### config.mk
export PLATFORM = sky130hd
export DESIGN_NAME = seq_cmp_ctrl
export DESIGN_NICKNAME = d
export VERILOG_FILES = /design/src/rtl/seq_cmp_ctrl.sv
export SDC_FILE = /design/constraint.sdc
export NUM_CORES = 1
export LEC_CHECK = 0
export CORE_MARGIN = 2
export CORE_UTILIZATION = 50
export CTS_BUF_LIST = sky130_fd_sc_hd__clkbuf_8 sky130_fd_sc_hd__clkbuf_16
export CTS_CLUSTER_DIAMETER = 80
export DETAILED_ROUTE_END_ITERATION = 10
export PLACE_DENSITY_LB_ADDON = 0.2
export SLEW_MARGIN = 40
export SYNTH_ARGS = -nofsm -noshare
export SYNTH_HDL_FRONTEND = slang
export SYNTH_SLANG_ARGS = --single-unit
export TNS_END_PERCENT = 1
### constraint.sdc
create_clock -name clk -period 2.8 [get_ports clk]
set_input_delay 0.56 -clock clk [delete_from_list [all_inputs] [get_ports clk]]
set_output_delay 0.56 -clock clk [all_outputs]
set_load 0.01 [all_outputs]
### src/rtl/seq_cmp_ctrl.sv
// Multi-cycle unsigned magnitude comparator: walks a shared 4-bit comparator
// over the operand slices, most-significant first, stopping at the first unequal slice.

module cmp4bit (
   input  logic [3:0] a,
   input  logic [3:0] b,
   output logic       eq_c,
   output logic       gt_c,
   output logic       lt_c
);
   always_comb begin
      eq_c = (a == b);
      gt_c = (a > b);
      lt_c = (a < b);
   end
endmodule

module seq_cmp_ctrl #(
   parameter int unsigned WIDTH = 16
) (
   input  logic                                clk,
   input  logic                                rst,
   input  logic                                start,
   input  logic [WIDTH-1:0]                    a,
   input  logic [WIDTH-1:0]                    b,
   output logic                                busy,
   output logic                                done,
   output logic                                equal,
   output logic                                more,
   output logic                                less,
   output logic [$clog2(WIDTH/4):0]            slices
);
   localparam int unsigned NSLICE = WIDTH / 4;
   localparam int unsigned IW     = $clog2(NSLICE);
   localparam int unsigned SW     = $clog2(NSLICE) + 1;

   if ((WIDTH % 4) != 0 || WIDTH < 8) begin : g_bad_width
      $error("seq_cmp_ctrl: WIDTH must be a multiple of 4 and at least 8");
   end

   typedef enum logic {IDLE, CMP} state_t;

   state_t           state;
   logic [WIDTH-1:0] ra, rb;
   logic [IW-1:0]    idx;
   logic [3:0]       sa_c, sb_c;
   logic             eq_c, gt_c, lt_c;

   // Current slice selected by idx from the latched operands
   always_comb begin
      sa_c = 4'(ra >> (32'(idx) * 4));
      sb_c = 4'(rb >> (32'(idx) * 4));
   end

   cmp4bit u_cmp (
      .a    (sa_c),
      .b    (sb_c),
      .eq_c (eq_c),
      .gt_c (gt_c),
      .lt_c (lt_c)
   );

   always_ff @(posedge clk or posedge rst) begin
      if (rst) begin
         state  <= IDLE;
         ra     <= '0;
         rb     <= '0;
         idx    <= '0;
         busy   <= 1'b0;
         done   <= 1'b0;
         equal  <= 1'b0;
         more   <= 1'b0;
         less   <= 1'b0;
         slices <= '0;
      end else begin
         done <= 1'b0;
         case (state)
            IDLE: begin
               if (start) begin
                  ra     <= a;
                  rb     <= b;
                  idx    <= IW'(NSLICE - 1);
                  equal  <= 1'b0;
                  more   <= 1'b0;
                  less   <= 1'b0;
                  slices <= '0;
                  busy   <= 1'b1;
                  state  <= CMP;
               end
            end
            CMP: begin
               // First unequal slice decides; all-equal finishes at slice 0
               if (!eq_c) begin
                  more   <= gt_c;
                  less   <= lt_c;
                  slices <= SW'(NSLICE - 32'(idx));
                  done   <= 1'b1;
                  busy   <= 1'b0;
                  state  <= IDLE;
               end else if (idx == '0) begin
                  equal  <= 1'b1;
                  slices <= SW'(NSLICE);
                  done   <= 1'b1;
                  busy   <= 1'b0;
                  state  <= IDLE;
               end else begin
                  idx <= idx - 1'b1;
               end
            end
            default: state <= IDLE;
         endcase
      end
   end
endmodule

Figure 1. Cell classes on the final placement.
Fill, decap, tap and diode cells in grey.
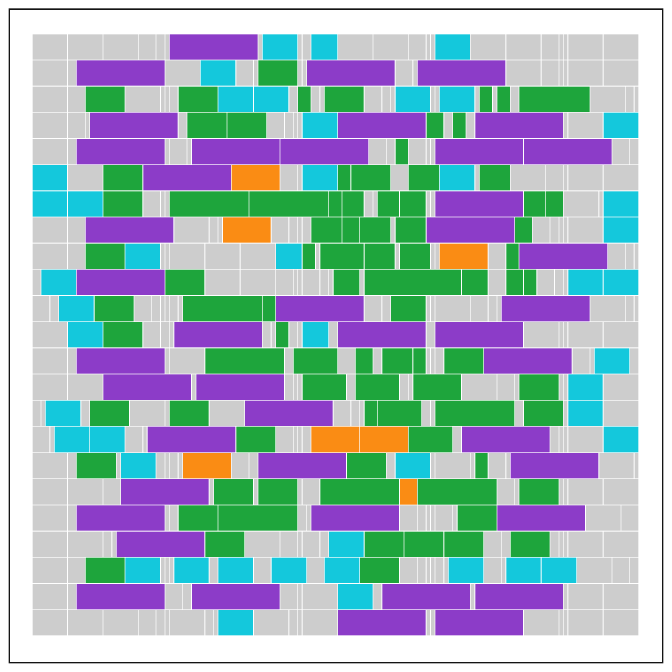
| colour | class | cells | share of their area |
|---|---|---|---|
| cyan | remaining buffers and delay cells | 45 | 18% |
| purple | sequential cells | 43 | 43% |
| green | combinational and other logic | 86 | 36% |
| orange | clock drivers and dummy loads | 7 | 3.5% |
cell row count: 23
post-route design area: 2560 sq um
core region area: 3940 sq um

Figure 2. Signal metal coverage by tile.
Bar = 20 microns. The die is cut into 14 by 14 equal tiles; dark blue is low, red is high, scaled to the fullest tile. Values are wire area over tile area, all layers added.
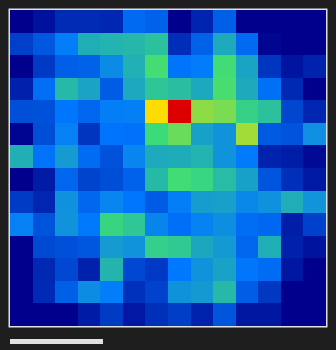
fullest tile: 0.56
nearly empty tiles: 12%
mean over tiles: 0.13
tiles over half the peak: 5.1%
post-detailed-route wirelength per cell: 16.1 microns
gr usage total: 18.7%

==> reports/README.md <==
| Metric | This run |
|:---|:---|
| Root Buffer | clkbuf_8 |
| Leakage component of the power | 1.11 nW |
| Slowest stage delay, CP | 0.51 ns |
| Number of flops mapped to enable cells by yosys | 0 |
| Top cell type's share of synthesized area | 53.0% |
| Post-synthesis to final-layout area growth | 26.2% |
| Sw Ratio | 32.0% |
| Int Power | 1.60 mW |
| Grt ovf | 0 |
| Run status | finished clean |
| Launch point of the worst path | idx[0]$_DFFE_PP0P_ |
| Type of the worst setup path | reg2reg |
| Top-count cell post-synth | dfrtp_1 |
| Maximum root-to-sink buffer count | 2 |
| Reg2Reg Launch Point | idx[0]$_DFFE_PP0P_ |
| Post-Syn Nets | 176 |
| Number of antenna violations at the first check in global routing | 0 |
| Share of cells above drive strength 1 | 31.5% |
| Worst-path fanout max | 8 |
| Seq. pwr | 981 uW |
| Register-to-register path setup slack | 0.39 ns |
| Commonest cells in the netlist | 43 x dfrtp_1, 32 x mux2_2, 10 x inv_1 |
| Yosys warning count | 0 |
| Drt initial violations | 87 |
| Top contributor to total power | registers |
| Later-pin clock latency in the skew report | 0.29 ns |
| Distinct cell type count after synthesis | 25 |
| Die Y | 67.8 microns |
| Number of pins exceeding their max-slew limit in the final report | 0 |
| RSZ-0062 raised after global routing | false |
| Maximum clock frequency | 415 MHz |
| Number of primary I/O pins | 43 |
| Buffer count from post-CTS setup fixing | 0 |
| Switching power of the nets | 750 uW |
| Share of the core filled by cells before placement | 51.5% |
| Total die size | 4590 sq um |
| Power in the clock group | 400 uW |
Figure 3. Clock nets.
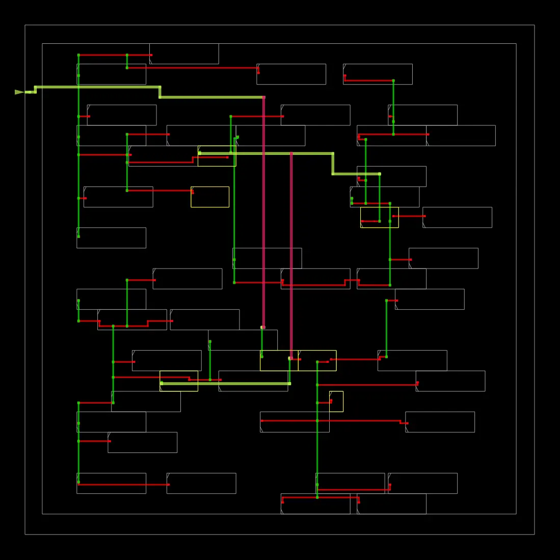
cts bufs inserted: 5
setup clock skew after layout: 0.00642 ns

Figure 4. Metal 1.
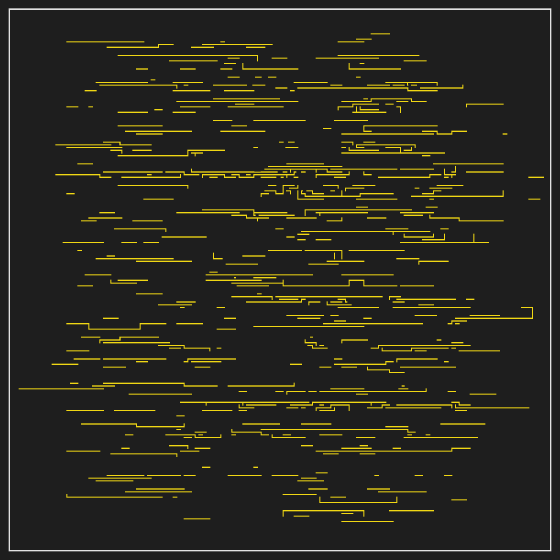
nets with wire on the layer: 190
wire length on this layer: 1630 microns
main direction: horizontal
detailed-route wire length: 3.71 mm
M1 GR Usage: 23.5%
vias: 1242

## worst max-delay path: cells and delay by family (launching register included)
kind	cells	cell delay, ns
fa+ha+maj	1	0.34
flops	1	0.51
compound gates	2	0.31
buf+inv	1	0.23
simple gates	2	0.42
mux	1	0.51
## cells in the final DEF, fill, tap and decap left out, types with 3 or more instances in the layout
master and n:
dfrtp_1 43, inv_1 10, clkdlybuf4s50_1 42, clkbuf_8 6
mux4_2 8, mux2_2 32, ha_1 5, buf_4 3
nor2_1 3, a21oi_1 4, a22o_1 6
## sequential cells by signal (all words and copies together) (netlist names)
register,flops
more,1
equal,1
idx,2
rb,16
ra,16
less,1
busy,1
state,1
slices,3
done,1
## logic make-up after synthesis
| family | Yosys count | synth area share [%] |
|---|---|---|
| and+or+nand+nor | 11 | 4.56 |
| buffers and inverters | 17 | 4.80 |
| AOI/OAI and AO/OA | 20 | 8.01 |
| muxes | 40 | 26.6 |
| DFF | 43 | 53.0 |
| adders and majority gates | 5 | 3.08 |
## per-layer routing
metal  track usage [%]  vias up  wire length, microns
met1              23.5      619                  1630
met3              5.17        4                   191
met4              7.65        0                    57
met5                 0        -                     0
met2              30.5       34                  1820
li1                  -      585                     -
## metrics by stage
stage               utilization (%)  cell area (sq um)  instances  hold slack, ns
global route                   65.1               2560        231           0.531
global placement               62.8               2480        224           0.488
detailed placement             62.8               2480        224           0.493
CTS                            65.1               2560        231           0.511
finish                         65.1               2560        231           0.506
floorplan                         -               2030        136           0.475
## area by class of cell
type / count / area share [%]
flip-flops and latches: 43 / 42.0
well taps: 50 / 2.44
clock inverters: 1 / 0.195
inverters: 10 / 1.46
multi-input cells: 76 / 33.5
clock buffers: 6 / 3.22
repair buffers: 45 / 17.3
Power and IR drop assume default switching activity.
